===== config.mk =====
export PLATFORM = sky130hd
export DESIGN_NAME = alu_serial_datapath
export DESIGN_NICKNAME = d
export VERILOG_FILES = /design/src/rtl/alu_serial_datapath_pkg.sv /design/src/rtl/alu_serial_datapath_slice.sv /design/src/rtl/alu_serial_datapath.sv
export SDC_FILE = /design/constraint.sdc
export NUM_CORES = 1
export LEC_CHECK = 0
export CORE_UTILIZATION = 35
export DETAILED_ROUTE_END_ITERATION = 12
export RECOVER_POWER = 100
export SETUP_SLACK_MARGIN = 0.15
export SLEW_MARGIN = 15
export SYNTH_ARGS = -nofsm -noshare
export SYNTH_HDL_FRONTEND = slang
export SYNTH_SLANG_ARGS = --single-unit

===== constraint.sdc =====
create_clock -name clk -period 4.9 [get_ports clk]
set_input_delay 0.49 -clock clk [delete_from_list [all_inputs] [get_ports clk]]
set_output_delay 0.49 -clock clk [all_outputs]
set_load 0.005 [all_outputs]

===== src/rtl/alu_serial_datapath_pkg.sv =====
// Shared types and constants for the digit-serial ALU datapath.
package alu_pkg;

    typedef enum logic [1:0] {
        ALU_ADD  = 2'b00,
        ALU_SUB  = 2'b01,
        ALU_PAR  = 2'b10,
        ALU_COMP = 2'b11
    } alu_op_t;

    typedef enum logic {
        S_IDLE = 1'b0,
        S_RUN  = 1'b1
    } state_t;

    localparam logic ON  = 1'b1;
    localparam logic OFF = 1'b0;

endpackage


===== src/rtl/alu_serial_datapath_slice.sv =====
// One digit of ADD/SUB/PAR/COMP: combinational step from the current
// accumulators to their next values plus the produced result digit.
module alu_digit_slice
    import alu_pkg::*;
#(
    parameter int DIGIT_WIDTH = 2
) (
    input  logic [DIGIT_WIDTH-1:0] da,
    input  logic [DIGIT_WIDTH-1:0] db,
    input  alu_op_t                opcode,
    input  logic                   cin,
    input  logic                   eq,
    input  logic                   gt,
    input  logic                   parity,
    output logic [DIGIT_WIDTH-1:0] digit,
    output logic                   cout,
    output logic                   eq_next,
    output logic                   gt_next,
    output logic                   parity_next
);

    logic [DIGIT_WIDTH:0] sum;
    logic [DIGIT_WIDTH:0] diff;

    // The extra top bit of each extended result is the carry / borrow out.
    assign sum  = {1'b0, da} + {1'b0, db} + {{DIGIT_WIDTH{1'b0}}, cin};
    assign diff = {1'b0, da} - {1'b0, db} - {{DIGIT_WIDTH{1'b0}}, cin};

    // Select the digit result and update only the accumulator the opcode owns.
    always_comb begin
        digit       = '0;
        cout        = OFF;
        eq_next     = eq;
        gt_next     = gt;
        parity_next = parity;
        case (opcode)
            ALU_ADD: begin
                digit = sum[DIGIT_WIDTH-1:0];
                cout  = sum[DIGIT_WIDTH];
            end
            ALU_SUB: begin
                digit = diff[DIGIT_WIDTH-1:0];
                cout  = diff[DIGIT_WIDTH];
            end
            ALU_PAR: parity_next = parity ^ (^(da ^ db));
            ALU_COMP: begin
                // Digits arrive LSB first, so a higher digit overrides gt.
                gt_next = (da > db) | ((da == db) & gt);
                eq_next = eq & (da == db);
            end
            default: ;
        endcase
    end

endmodule


===== src/rtl/alu_serial_datapath.sv =====
// Digit-serial ALU: two operand buffers, private shift copies for the
// operation in flight, one digit per clock LSB first, one-cycle done pulse.
module alu_serial_datapath
    import alu_pkg::*;
#(
    parameter int DATA_WIDTH  = 8,
    parameter int DIGIT_WIDTH = 2
) (
    input  logic                  clk,
    input  logic                  reset,
    input  logic [DATA_WIDTH-1:0] alu_data,
    input  logic [1:0]            opcode_value,
    input  logic                  store_a,
    input  logic                  store_b,
    input  logic                  start,
    output logic                  busy,
    output logic                  alu_done,
    output logic [DATA_WIDTH-1:0] result,
    output logic                  overflow
);

    localparam int NUM_DIGITS = DATA_WIDTH / DIGIT_WIDTH;
    localparam int CW         = (NUM_DIGITS > 1) ? $clog2(NUM_DIGITS) : 1;

    state_t                  state, state_next;
    logic                    accept, step, finish, last;
    logic [DATA_WIDTH-1:0]   buf_a, buf_b, sh_a, sh_b, acc, acc_next;
    logic [CW-1:0]           cnt;
    alu_op_t                 op;
    logic                    carry, eq, gt, parity;
    logic [DIGIT_WIDTH-1:0]  digit;
    logic                    cout, eq_next, gt_next, parity_next;

    assign last = (cnt == CW'(NUM_DIGITS - 1));

    // New sum/difference digits enter from the MSB side of the accumulator.
    assign acc_next = DATA_WIDTH'({digit, acc} >> DIGIT_WIDTH);

    alu_digit_slice #(.DIGIT_WIDTH(DIGIT_WIDTH)) u_slice (
        .da          (sh_a[DIGIT_WIDTH-1:0]),
        .db          (sh_b[DIGIT_WIDTH-1:0]),
        .opcode      (op),
        .cin         (carry),
        .eq          (eq),
        .gt          (gt),
        .parity      (parity),
        .digit       (digit),
        .cout        (cout),
        .eq_next     (eq_next),
        .gt_next     (gt_next),
        .parity_next (parity_next)
    );

    // FSM state register.
    always_ff @(posedge clk or posedge reset) begin
        if (reset) state <= S_IDLE;
        else       state <= state_next;
    end

    // Next state: start only counts in IDLE, RUN ends on the last digit.
    always_comb begin
        state_next = state;
        case (state)
            S_IDLE:  if (start) state_next = S_RUN;
            S_RUN:   if (last)  state_next = S_IDLE;
            default: state_next = S_IDLE;
        endcase
    end

    // FSM outputs: datapath strobes and the busy flag.
    always_comb begin
        accept = OFF;
        step   = OFF;
        finish = OFF;
        busy   = OFF;
        case (state)
            S_IDLE: accept = start;
            S_RUN: begin
                busy   = ON;
                step   = ON;
                finish = last;
            end
            default: ;
        endcase
    end

    // Operand buffers are loadable at any time; running work uses sh_a/sh_b.
    always_ff @(posedge clk or posedge reset) begin
        if (reset) begin
            buf_a <= '0;
            buf_b <= '0;
        end else begin
            if (store_a) buf_a <= alu_data;
            if (store_b) buf_b <= alu_data;
        end
    end

    // Operation core: snapshot on accept (old buffer values), then one digit per cycle.
    always_ff @(posedge clk or posedge reset) begin
        if (reset) begin
            sh_a   <= '0;
            sh_b   <= '0;
            acc    <= '0;
            cnt    <= '0;
            op     <= ALU_ADD;
            carry  <= OFF;
            parity <= OFF;
            eq     <= OFF;
            gt     <= OFF;
        end else if (accept) begin
            sh_a   <= buf_a;
            sh_b   <= buf_b;
            acc    <= '0;
            cnt    <= '0;
            op     <= alu_op_t'(opcode_value);
            carry  <= OFF;
            parity <= OFF;
            eq     <= ON;
            gt     <= OFF;
        end else if (step) begin
            sh_a   <= sh_a >> DIGIT_WIDTH;
            sh_b   <= sh_b >> DIGIT_WIDTH;
            acc    <= acc_next;
            cnt    <= cnt + CW'(1);
            carry  <= cout;
            parity <= parity_next;
            eq     <= eq_next;
            gt     <= gt_next;
        end
    end

    // Result registers update only on the final digit; alu_done is a single pulse.
    always_ff @(posedge clk or posedge reset) begin
        if (reset) begin
            alu_done <= OFF;
            result   <= '0;
            overflow <= OFF;
        end else begin
            alu_done <= finish;
            if (finish) begin
                case (op)
                    ALU_ADD, ALU_SUB: begin
                        result   <= acc_next;
                        overflow <= cout;
                    end
                    ALU_PAR: begin
                        result   <= DATA_WIDTH'(parity_next);
                        overflow <= OFF;
                    end
                    default: begin
                        result   <= DATA_WIDTH'({gt_next, eq_next});
                        overflow <= OFF;
                    end
                endcase
            end
        end
    end

endmodule


==> run_1/clocks.png <==
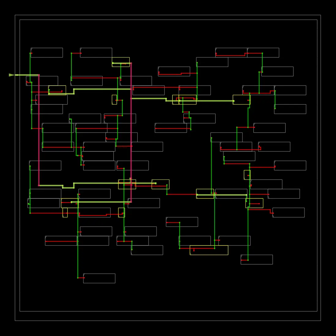
cts bufs inserted: 9
reported clock group power: 408 uW
worst skew pair latency: 330 ps
clock sink total: 57
setup clock skew after layout: 9.48 ps

==> run_1/wires.png <==
Scale: 4 px per um.
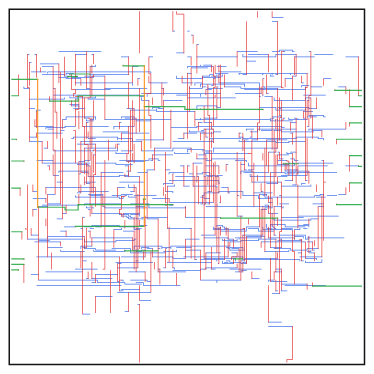
- red: metal 2 (wire length 2080 um)
- green: metal 3 (wire length 219 um)
- blue: metal 1 (wire length 2320 um)
- orange: metal 4 (wire length 72.1 um)

==> run_1/power_grid.png <==
Scale: 4 px per um. Pins as bars on the die edge. Tap cells in grey.
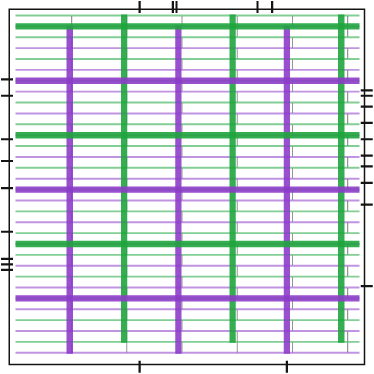
- purple: VSS
- green: VDD
- tap cells: 99
- signal pins: 26
- met4 straps: 6
- met5 straps: 6
- met1 rails: 32
IR Drop Worst-Case VDD: 0.221 mV
Die W: 88.4 um
core area: 7250 sq um
die outline height: 88.4 um

==> summary.txt, run 1 <==
Implementation summary

The flow ran to the end, but the final reports show violations. The checks that failed: max-capacitance violations, max-slew violations. The combinational gate area is roughly 1100 sq um. The non-clock inverters instantiated in the layout total 13. The core occupancy in the finished layout is between 40% and 50%. The area of the synthesized netlist per yosys stat is 2610 sq um.

Dividing total power by cell area gives a power density of about 580 nW/um^2. The nature of the critical path startpoint is a flip-flop. The layer flagged by global routing as most heavily used is met2.

The net count after synthesis is 258. The largest area contributor in the synthesized netlist is sky130_fd_sc_hd__dfrtp_1. The end of the worst register-to-register path is result[1]$_DFFE_PP0P_.

The clock period minus worst slack is between 2000 and 3000 ps. The count of flip-flops with a built-in enable after synthesis is 0. TritonRoute reported its final design rule violation total as 0. The end-of-flow timing check tallies setup violations at 0. The global routing usage summed across all routing layers is roughly 15%. The total length of routed met2 wires is 2080 um.

The tap cell count is roughly 100. The repair_antennas step left the layout with diodes totalling 0. The CTS tree is done. The share of the Yosys chip area taken by registers is between 50% and 60%. The delay of the slowest cell on the worst path is 940 ps. The die covers slightly below 8000 sq um. The worst-margin pin slew is around 1500 ps. The global routing report lists met1 layer usage as roughly a fifth.

After clock tree synthesis, the repair step resized 0 gates. The final hold violation count recorded for this run is 0. After synthesis, the netlist uses 34 different library cells.

The final global-route overflow total is 0. Entering global routing, the biggest net connects 58 pins. The main flop type after synthesis is sky130_fd_sc_hd__dfrtp_1. In this run the tool buffered the top-level ports with 25 buffer cells. The detail route stage leaves a number of antenna-violating nets equal to 0. The count of plain and timing-repair buffers is 28. The proportion of register bits with asynchronous set or reset after synthesis is 100%. The fill cell total of the finished layout is slightly above 700. The critical path buffer and inverter count is 2. The via count normalized by instance count is 4.73. The final total negative setup slack is 0 ps.

From synthesis to final layout, the design area changed by 18.8%. The post-route report lists met1 wire length as 2320 um. The end of the critical path is result[1]$_DFFE_PP0P_. The sequential share of cell area is a little under half.

Global routing used under 10% of the available met3 tracks. The report counts max-capacitance violations totalling 1. The floorplan step records an initial core utilization of about 36%. The layout summary lists the proportion of cells stronger than drive strength 1 as 13.3%. The synthesized netlist occupies a cell area of roughly 2600 sq um. The number of buffers on the longest clock path is 2. The final layout contains a sequential cell count of roughly 57. The highest metal layer carrying signal wires in the routed design is met4. The standard-cell row count is 31. The first global-routing pass estimated about 8500 um of wire. The critical path is of the flip-flop to flip-flop type. The total wirelength of the detailed-routed design is around 4700 um. Once detailed placement completed, the half-perimeter wirelength came to 3170 um. By area, sequential cells come first. In this run the static leakage power is ~0.0014 uW. Pins over their slew limit in the final report were tallied at 27. The cell count along the critical path is 5. The post-CTS setup repair buffer count is 0. The number of optimization iterations in the first detailed-route pass is 4.
[run 1: per-stage QoR]
| stage | total power, uW | setup WS, ps | cell area [sq um] | instances |
|---|---|---|---|---|
| floorplan | 1230 | 2480 | 2610 | 234 |
| global placement | 1410 | 2410 | 2940 | 348 |
| detailed placement | 1430 | 2380 | 2940 | 348 |
| CTS | 1850 | 2370 | 3110 | 363 |
| global route | 1980 | 1520 | 3100 | 363 |
| finish | 1800 | 1950 | 3100 | 363 |
[run 1: cells by family after synthesis]
family	synth area share [%]
adder cells (fa/ha/maj)	5.46
AND/OR/NAND/NOR	11.2
flip-flops	54.6
AND-OR/OR-AND	8.86
buffers and inverters	4.74
XOR/XNOR	1.29
multiplexers	13.9
[run 1: placed cells by master (no fill, tap or decap), drive strengths merged, types with 2 or more instances in the layout]
master,Yosys,routed
dfrtp,57,57
nand2,38,38
o21ai,21,21
mux2,18,18
mux2i,16,16
dlygate4sd3,0,15
clkbuf,2,13
inv,13,12
nor2,10,10
clkdlybuf4s50,0,10
a21oi,6,6
nand2b,5,5
ha,5,5
o31ai,4,4
nand3b,4,4
fa,4,4
clkinv,0,4
nor2b,2,2
a211oi,2,2
nand3,2,2
o21a,2,2
xor2,2,2
[run 1: where the power goes]
group / internal (uW) / switching, uW / leakage [uW]
clock network: 230 / 179 / 0.0000929
logic: 305 / 337 / 0.000601
registers: 618 / 135 / 0.000720
total: 1150 / 651 / 0.00141
[run 1: worst min-delay path, stage by stage (launching register included)]
cell and delay (ps):
sky130_fd_sc_hd__dfrtp_1 340, sky130_fd_sc_hd__nand2_1 50, sky130_fd_sc_hd__nand2_1 50
--- run 2 (diff from run 1) ---
Clock period 4.9 ns to 2.4 ns, I/O delays scaled along.
==> run_2/clocks.png <==
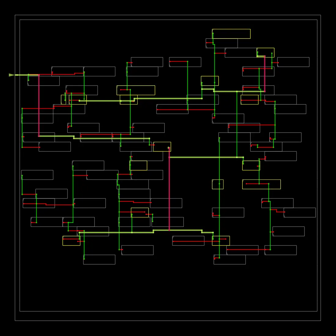
clock tree buffer count of the final layout: 12
sequential cell count: 57
reported clock group power: 1130 uW
setup clock skew after layout: 9.44 ps
worst skew pair latency: 340 ps

==> run_2/layer_met3.png <==
Scale: 3 px per um.
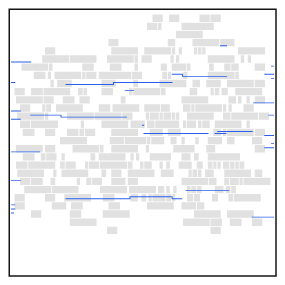
- share of all routed wire: 5.0%
- longest straight run: 21.8 um
- main direction: horizontal
- wire length on this layer: 239 um

==> run_2/wires.png <==
Scale: 4 px per um.
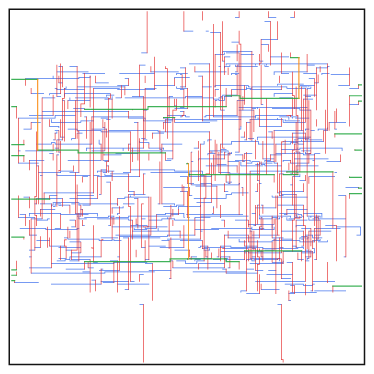
- green: metal 3 (wire length 239 um)
- red: metal 2 (wire length 2240 um)
- orange: metal 4 (wire length 51.7 um)
- blue: metal 1 (wire length 2230 um)

==> run 2 against run 1 <==
The flow now finishes without violations; highest routed layer unchanged; first-iteration DRC count up 38%; die area stayed put; hold slack got worse by 3.1 ps; sequential cell count is the same; core utilization grew 1.7 points; area after synthesis unchanged.
==> summary.txt, run 2 <==
Implementation summary

Result of the run: finished clean (was finished with violations). The remaining max-slew budget at the tightest pin was 40.1% (was -0.843%). The leakage power summed over all cells is 0.00147 uW (was 0.00141 uW). The cell count of the worst hold path is 2 (unchanged). The post-layout instance area was 3220 sq um (was 3100 sq um).

The number of I/O port buffers is 25 (unchanged). The initial DRC count is 88 (was 64). The start-to-end type of the worst setup path is flip-flop to flip-flop (unchanged). The critical path data required time is 2630 ps (was 5120 ps).

The class of the most critical hold timing path is flip-flop to flip-flop (unchanged). The final hold slack is 463 ps (was 466 ps). The global routing usage summed across all routing layers is 14.8% (about the same). The final total negative setup slack is 0 ps (unchanged). Most area-consuming cells after synthesis: sky130_fd_sc_hd__dfrtp_1, sky130_fd_sc_hd__mux2_2, sky130_fd_sc_hd__mux2i_1, sky130_fd_sc_hd__nand2_1, sky130_fd_sc_hd__o21ai_0 (unchanged). The number of levels the H-tree was split into was 3 (unchanged). The cell count in the Yosys report is 234 (unchanged). The area of the synthesized netlist per yosys stat is 2610 sq um (unchanged). The final global-route overflow total is 0 (unchanged). The layout net count is 288 (was 284).

The end of the worst register-to-register path is acc[7]$_DFFE_PP0P_ (was result[1]$_DFFE_PP0P_). The switching power as a share of total power is 33.5% (was 36.1%). The main flop type after synthesis is sky130_fd_sc_hd__dfrtp_1 (unchanged).

The internal power was 2710 uW (was 1150 uW). Most common library cells after synthesis: sky130_fd_sc_hd__dfrtp_1, sky130_fd_sc_hd__nand2_1, sky130_fd_sc_hd__o21ai_0, sky130_fd_sc_hd__mux2_2, sky130_fd_sc_hd__mux2i_1 (unchanged). The largest area contributor in the synthesized netlist is sky130_fd_sc_hd__dfrtp_1 (unchanged). The placed instance area is 2980 sq um (was 2940 sq um). The tally of yosys warning messages is 0 (unchanged).

The summed instance area of the synthesized netlist came to 2610 sq um (unchanged). The end of the critical path is acc[7]$_DFFE_PP0P_ (was result[1]$_DFFE_PP0P_). The wire length of the first global-routing pass is 8450 um (was 8470 um).

Crit path cell chain: fa_1, inv_1, ha_2, or2_4, fa_2, a21oi_2, nor2_1, a21o_1 (was clkbuf_1, nand2_1, inv_1, o221ai_1, o21a_1). The adder and majority cell fraction of the synthesized area is 5.46% (unchanged). The number of optimization iterations in the first detailed-route pass came to 4 (unchanged). The clock period minus worst slack is 2310 ps (was 2950 ps). The horizontal die dimension is 88.4 um (unchanged). The number of distinct library cells after synthesis is 34 (unchanged). The worst-margin pin slew is 899 ps (was 1510 ps). The via count normalized by instance count is 4.81 (was 4.73). The placeable core region came to 7250 sq um (unchanged). Most used cells in the layout excluding fill and tap cells: sky130_fd_sc_hd__dfrtp_1, sky130_fd_sc_hd__nand2_1, sky130_fd_sc_hd__o21ai_0 (unchanged). The proportion of register bits with asynchronous set or reset after synthesis came to 100% (unchanged). The reported net switching power is 1370 uW (was 651 uW). The most common cell in the synthesized netlist is sky130_fd_sc_hd__dfrtp_1 (unchanged).

The share of power burned in combinational logic is 35.7% (was 35.6%). The total wirelength of the detailed-routed design came to 4760 um (was 4690 um). The number of failing setup endpoints in the final timing report is 0 (unchanged). The share of cells above drive strength 1 is 17.1% (was 13.3%). The clock edge transition at the registers on the reported setup and hold paths is 70 ps (about the same). The detailed placement HPWL is 3210 um (was 3170 um). The delay of the slowest cell on the worst path is 590 ps (was 940 ps).

The number of clock buffers inserted by TritonCTS came to 9 (unchanged). The family with the most delay on the worst path is adder cells (was buffers and inverters). The post-layout period usage of the worst path is 96.1% (was 60.2%).

The largest net degree at the start of global routing is 38 (was 58). The number of global-route vias before repair is 1747 (was 1728). The cell count along the critical path was 8 (was 5). The multiplexer area fraction after synthesis is 13.9% (unchanged). The detail-routed net length per standard cell was 12.9 um (about the same).

The fraction of synthesized cell area in xor and xnor cells was 1.29% (unchanged). The area added between synthesis and finish is 23.4% (was 18.8%). The number of antenna diodes is 0 (unchanged). The count of flip-flops with a built-in enable after synthesis was 0 (unchanged). The critical path buffer and inverter count is 1 (was 2). The gate count of the mapped netlist is 234 (unchanged). The count of final max-slew check failures is 0 (was 27). The maximum VDD drop is 0.417 mV (was 0.221 mV). The worst endpoint data arrival time was 2540 ps (was 3170 ps). The nature of the critical path startpoint was a flip-flop (unchanged). The sequential power share is 36.6% (was 41.8%). The post-synthesis share of cell area spent on and-or and or-and gates is 8.86% (unchanged). The starting utilization of the core area is 36.0% (unchanged). The clock tree root buffer cell is sky130_fd_sc_hd__clkbuf_8 (unchanged). The power per cell area is 1260 nW/um^2 (was 581 nW/um^2).

The number of sinks driven by the clock tree is 57 (unchanged). The total DRC errors in the routed layout was 0 (unchanged). The number of buffers on the longest clock path was 2 (unchanged). The most common logic cell in the routed design is sky130_fd_sc_hd__dfrtp_1 (unchanged). The slack of the worst reg-to-reg path came to 90 ps (was 1950 ps).

The worst-case hold path end point is result[2]$_DFFE_PP0P_ (was result[3]$_DFFE_PP0P_). The worst min-delay path startpoint is result[2]$_DFFE_PP0P_ (was result[3]$_DFFE_PP0P_). The net count after synthesis is 258 (unchanged). The height of the die is 88.4 um (unchanged). The clock network fraction of design power was 27.7% (was 22.6%). The number of maximum-capacitance violations came to 0 (was 1). The chip area is 7820 sq um (unchanged). The CTS tree is done (unchanged). The standard-cell row count is 31 (unchanged).

The main kind of combinational logic by area is multiplexers (unchanged). The remaining number of nets flagged by the antenna check after routing came to 0 (unchanged). The final-report hold violation count is 0 (unchanged). The simple logic cell fraction of the synthesized area is 11.2% (unchanged). The fraction of the yosys area taken by sequential cells was 54.6% (unchanged).
==> run 2: cell types whose count changed in the layout (fill, tap and decap cells not counted), sizes merged <==
cell           previous run  this run
inv                      12        13
clkdlybuf4s50            10        11
dlygate4sd3              15        14
bufinv                    1         3
clkbuf                   13        15
clkinv                    4         1
buf                       1         4
==> run 2: repair_timing <==
item                                    in CTS  in global routing
gates resized                                1                  2
endpoints found under the setup margin       4                  4
pin swaps                                    5                  4
buffers inserted                             1                  0
==> run 2: cell type report <==
cell class / instances / area (sq um)
fill: 708 / 4030
sequential: 57 / 1430
clock buffer: 12 / 155
tap: 99 / 124
inverter: 13 / 48.8
clock inverter: 4 / 98.8
timing repair buffer: 32 / 294
multi-input combinational: 151 / 1080
==> run 2: stage by stage <==
stage                     total power (uW)  cells  setup slack, ps  util, %
after global routing                  4420    368            -23.6     44.5
after floorplan                       2540    234              122        -
final                                 4080    368             93.9     44.5
after CTS                             4190    368             29.0     44.7
after detailed placement              2990    351             10.1     41.1
after global placement                2960    351             58.9     41.1
==> run 2: metal layers <==
layer | vias to the layer above | routed length [um] | global-route usage [%]
li1 | 848 | - | -
met1 | 875 | 2230 | 18.0
met2 | 41 | 2240 | 23.5
met3 | 7 | 238 | 6.25
met4 | 0 | 51 | 5.28
met5 | - | 0 | 0
==> run 2: cell families (layout without fill, tap and decap cells) <==
logic type,count (synthesis),count (layout)
simple gates,65,65
buf+inv,26,61
fa+ha+maj,9,9
mux,34,34
xor+xnor,3,3
compound gates,40,40
flops,57,57
==> run 2: power by group through the flow <==
stage          sequential [uW]  clock, uW  combinational (uW)
2_1_floorplan             1440          0                1100
3_3_place_gp              1510          0                1450
3_5_place_dp              1510          0                1480
4_1_cts                   1500       1160                1530
5_1_grt                   1550       1190                1680
6_report                  1490       1130                1450
--- run 3 (diff from run 2) ---
Clock period 2.4 ns to 2.5 ns, I/O delays scaled along.
==> run_3/layer_met3.png <==
Scale: 3 px per um.
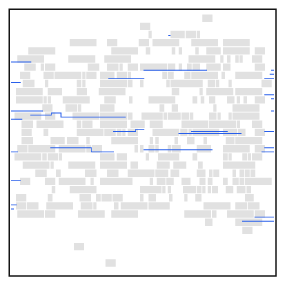
- wire length on this layer: 221 um
- nets with wire on the layer: 22

==> run_3/wires.png <==
Scale: 4 px per um.
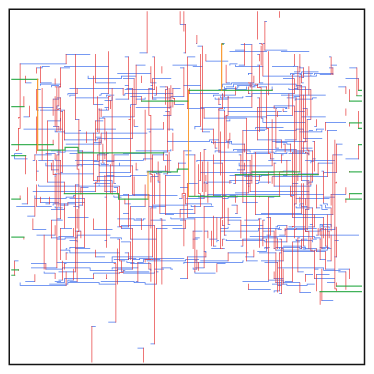
- blue: metal 1 (wire length 2170 um)
- orange: metal 4 (wire length 62.6 um)
- red: metal 2 (wire length 2400 um)
- green: metal 3 (wire length 221 um)

==> run 3 against run 2 <==
Clock power down 4%; cell count shrank 0.27%; critical endpoint unchanged; power fell by 5.2%; largest power group unchanged; clock-buffer cell count did not move.
==> summary.txt, run 3 <==
Implementation summary

Result of the run: finished clean (unchanged). The post-CTS setup repair buffer count is 0 (was 1). Crit path cell chain: fa_1, inv_1, ha_1, or2_4, fa_1, a21oi_2, nor2_1, a21o_1 (was fa_1, inv_1, ha_2, or2_4, fa_2, a21oi_2, nor2_1, a21o_1). The count of final max-slew check failures is 0 (unchanged). The number of global-route vias before repair is 1800 (was 1747). Most area-consuming cells after synthesis: sky130_fd_sc_hd__dfrtp_1, sky130_fd_sc_hd__mux2_2, sky130_fd_sc_hd__mux2i_1, sky130_fd_sc_hd__nand2_1, sky130_fd_sc_hd__o21ai_0 (unchanged). The wire length of the first global-routing pass is 8380 um (was 8450 um). The number of I/O port buffers is 25 (unchanged). The sequential power share came to 37.6% (was 36.6%). The sum of internal, switching and leakage power is 3870 uW (was 4080 uW). The power per cell area is 1210 nW/um^2 (was 1260 nW/um^2). The share of cells above drive strength 1 came to 15.3% (was 17.1%). The end of the worst register-to-register path is acc[7]$_DFFE_PP0P_ (unchanged). The clock network fraction of design power is 27.9% (was 27.7%). The total DRC errors in the routed layout is 0 (unchanged). The number of maximum-capacitance violations came to 0 (unchanged). The area added between synthesis and finish is 22.5% (was 23.4%). The most common logic cell in the routed design is sky130_fd_sc_hd__dfrtp_1 (unchanged). The slack of the worst reg-to-reg path is 160 ps (was 90 ps). The via count normalized by instance count is 4.77 (was 4.81). The start-to-end type of the worst setup path is flip-flop to flip-flop (unchanged). The initial DRC count is 49 (was 88).

The height of the die is 88.4 um (unchanged). The summed instance area of the synthesized netlist came to 2610 sq um (unchanged). The number of clock buffers inserted by TritonCTS is 9 (unchanged).

Most common library cells after synthesis: sky130_fd_sc_hd__dfrtp_1, sky130_fd_sc_hd__nand2_1, sky130_fd_sc_hd__o21ai_0, sky130_fd_sc_hd__mux2_2, sky130_fd_sc_hd__mux2i_1 (unchanged). The worst endpoint data arrival time is 2580 ps (was 2540 ps). The count of flip-flops with a built-in enable after synthesis is 0 (unchanged).

The largest area contributor in the synthesized netlist was sky130_fd_sc_hd__dfrtp_1 (unchanged). The number of buffers on the longest clock path is 2 (unchanged). The layout net count is 287 (was 288).

The main flop type after synthesis is sky130_fd_sc_hd__dfrtp_1 (unchanged). The placed instance area is 2970 sq um (was 2980 sq um). The share of power burned in combinational logic is 34.5% (was 35.7%). The number of failing setup endpoints in the final timing report is 0 (unchanged).

The number of non-filler instances in the completed layout came to 367 (was 368). The top contributor to total power is registers (unchanged). The internal power is 2560 uW (was 2710 uW). The proportion of register bits with asynchronous set or reset after synthesis is 100% (unchanged).

The worst clock skew is 7.28 ps (was 9.44 ps). The delay of the slowest cell on the worst path is 580 ps (was 590 ps). The post-layout instance area was 3200 sq um (was 3220 sq um). The number of optimization iterations in the first detailed-route pass is 4 (unchanged).

The final global-route overflow total is 0 (unchanged). The number of distinct library cells after synthesis came to 34 (unchanged). The most common cell in the synthesized netlist was sky130_fd_sc_hd__dfrtp_1 (unchanged).

The worst-case hold path end point is result[3]$_DFFE_PP0P_ (was result[2]$_DFFE_PP0P_). The number of sinks driven by the clock tree came to 57 (unchanged). The standard-cell row count came to 31 (unchanged). The cell count in the Yosys report is 234 (unchanged). The detail-routed net length per standard cell was 13.2 um (was 12.9 um). The power in sequential cells is 1450 uW (was 1490 uW).

Most used cells in the layout excluding fill and tap cells: sky130_fd_sc_hd__dfrtp_1, sky130_fd_sc_hd__nand2_1, sky130_fd_sc_hd__o21ai_0 (unchanged). The combinational power was 1330 uW (was 1450 uW). The cell count of the worst hold path is 2 (unchanged). The post-layout period usage of the worst path is 93.7% (was 96.1%). The clock edge transition at the registers on the reported setup and hold paths is 70 ps (about the same). The nature of the critical path startpoint is a flip-flop (unchanged). The switching power as a share of total power is 33.8% (was 33.5%). The net count after synthesis is 258 (unchanged). The largest net degree at the start of global routing is 45 (was 38). The final total negative setup slack is 0 ps (unchanged). The clock period minus worst slack is 2340 ps (was 2310 ps).

The number of placed cells counting well taps is 351 (unchanged). The maximum VDD drop is 0.463 mV (was 0.417 mV). The placeable core region is 7250 sq um (unchanged).

The core occupancy in the finished layout is 44.2% (was 44.5%). The remaining max-slew budget at the tightest pin is 19.8% (was 40.1%). The area share of the largest cell type after synthesis came to 54.6% (unchanged). The starting utilization of the core area is 36.0% (unchanged). The number of antenna violations at the first check in global routing is 0 (unchanged). The reported net switching power is 1310 uW (was 1370 uW). The area of the synthesized netlist per yosys stat is 2610 sq um (unchanged).

The number of gates resized after CTS is 2 (was 1). The critical path data required time is 2730 ps (was 2630 ps). The gate count of the mapped netlist is 234 (unchanged). The detailed placement HPWL is 3320 um (was 3210 um). The number of antenna diodes is 0 (unchanged). The class of the most critical hold timing path was flip-flop to flip-flop (unchanged).

The number of levels the H-tree was split into is 3 (unchanged). The horizontal die dimension is 88.4 um (unchanged). The post-placement worst setup slack is 62.2 ps (was 10.1 ps). The remaining number of nets flagged by the antenna check after routing was 0 (unchanged). The final-report hold violation count is 0 (unchanged).
==> run_3/layer_met2.png <==
Scale: 3 px per um.
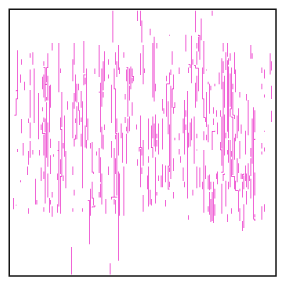
- longest straight run: 37.2 um
- share of all routed wire: 49%
- wire length on this layer: 2400 um
- main direction: vertical
- nets with wire on the layer: 240

run 3: cell type report:
cell class	instances	area [sq um]
multi-input cells	151	1070
fillers	716	4050
clock buffers	12	155
flip-flops and latches	57	1430
repair buffers	31	283
clock inverters	4	98.8
well taps	99	124
inverters	13	48.8
run 3: cell families after synthesis:
| family | Yosys count | share of synthesized area [%] |
|---|---|---|
| xor gates and xnor gates | 3 | 1.29 |
| AOI/OAI and AO/OA | 40 | 8.86 |
| muxes | 34 | 13.9 |
| buffers and inverters | 26 | 4.74 |
| and+or+nand+nor | 65 | 11.2 |
| DFF | 57 | 54.6 |
| adders and majority gates | 9 | 5.46 |
run 3: routing by layer:
layer | vias to the layer above | share of wire, % | GRT usage [%]
li1 | 846 | - | -
met2 | 32 | 49 | 24.9
met5 | - | 0 | 0
met3 | 10 | 4.6 | 5.41
met1 | 864 | 45 | 17.2
met4 | 0 | 1.3 | 4.84
run 3: worst max path at each step:
stage	from	endpoint	slack (ps)	cells past startpoint
floorplan	carry$_DFFE_PP0P_	acc[7]$_DFFE_PP0P_	150	8
finish	carry$_DFFE_PP0P_	acc[7]$_DFFE_PP0P_	160	8
detailed placement	carry$_DFFE_PP0P_	acc[7]$_DFFE_PP0P_	60	8
CTS	sh_a[0]$_DFFE_PP0P_	acc[7]$_DFFE_PP0P_	110	8
global placement	carry$_DFFE_PP0P_	acc[7]$_DFFE_PP0P_	80	8
global route	carry$_DFFE_PP0P_	acc[7]$_DFFE_PP0P_	30	8
run 3: worst max-delay path: cells and delay by family, from the launching register on:
| family | cells | cell delay (ps) |
|---|---|---|
| AOI/OAI and AO/OA | 2 | 320 |
| adders and majority gates | 3 | 1190 |
| buffers and inverters | 1 | 50 |
| DFF | 1 | 400 |
| and+or+nand+nor | 2 | 270 |
Power and IR drop assume default switching activity.
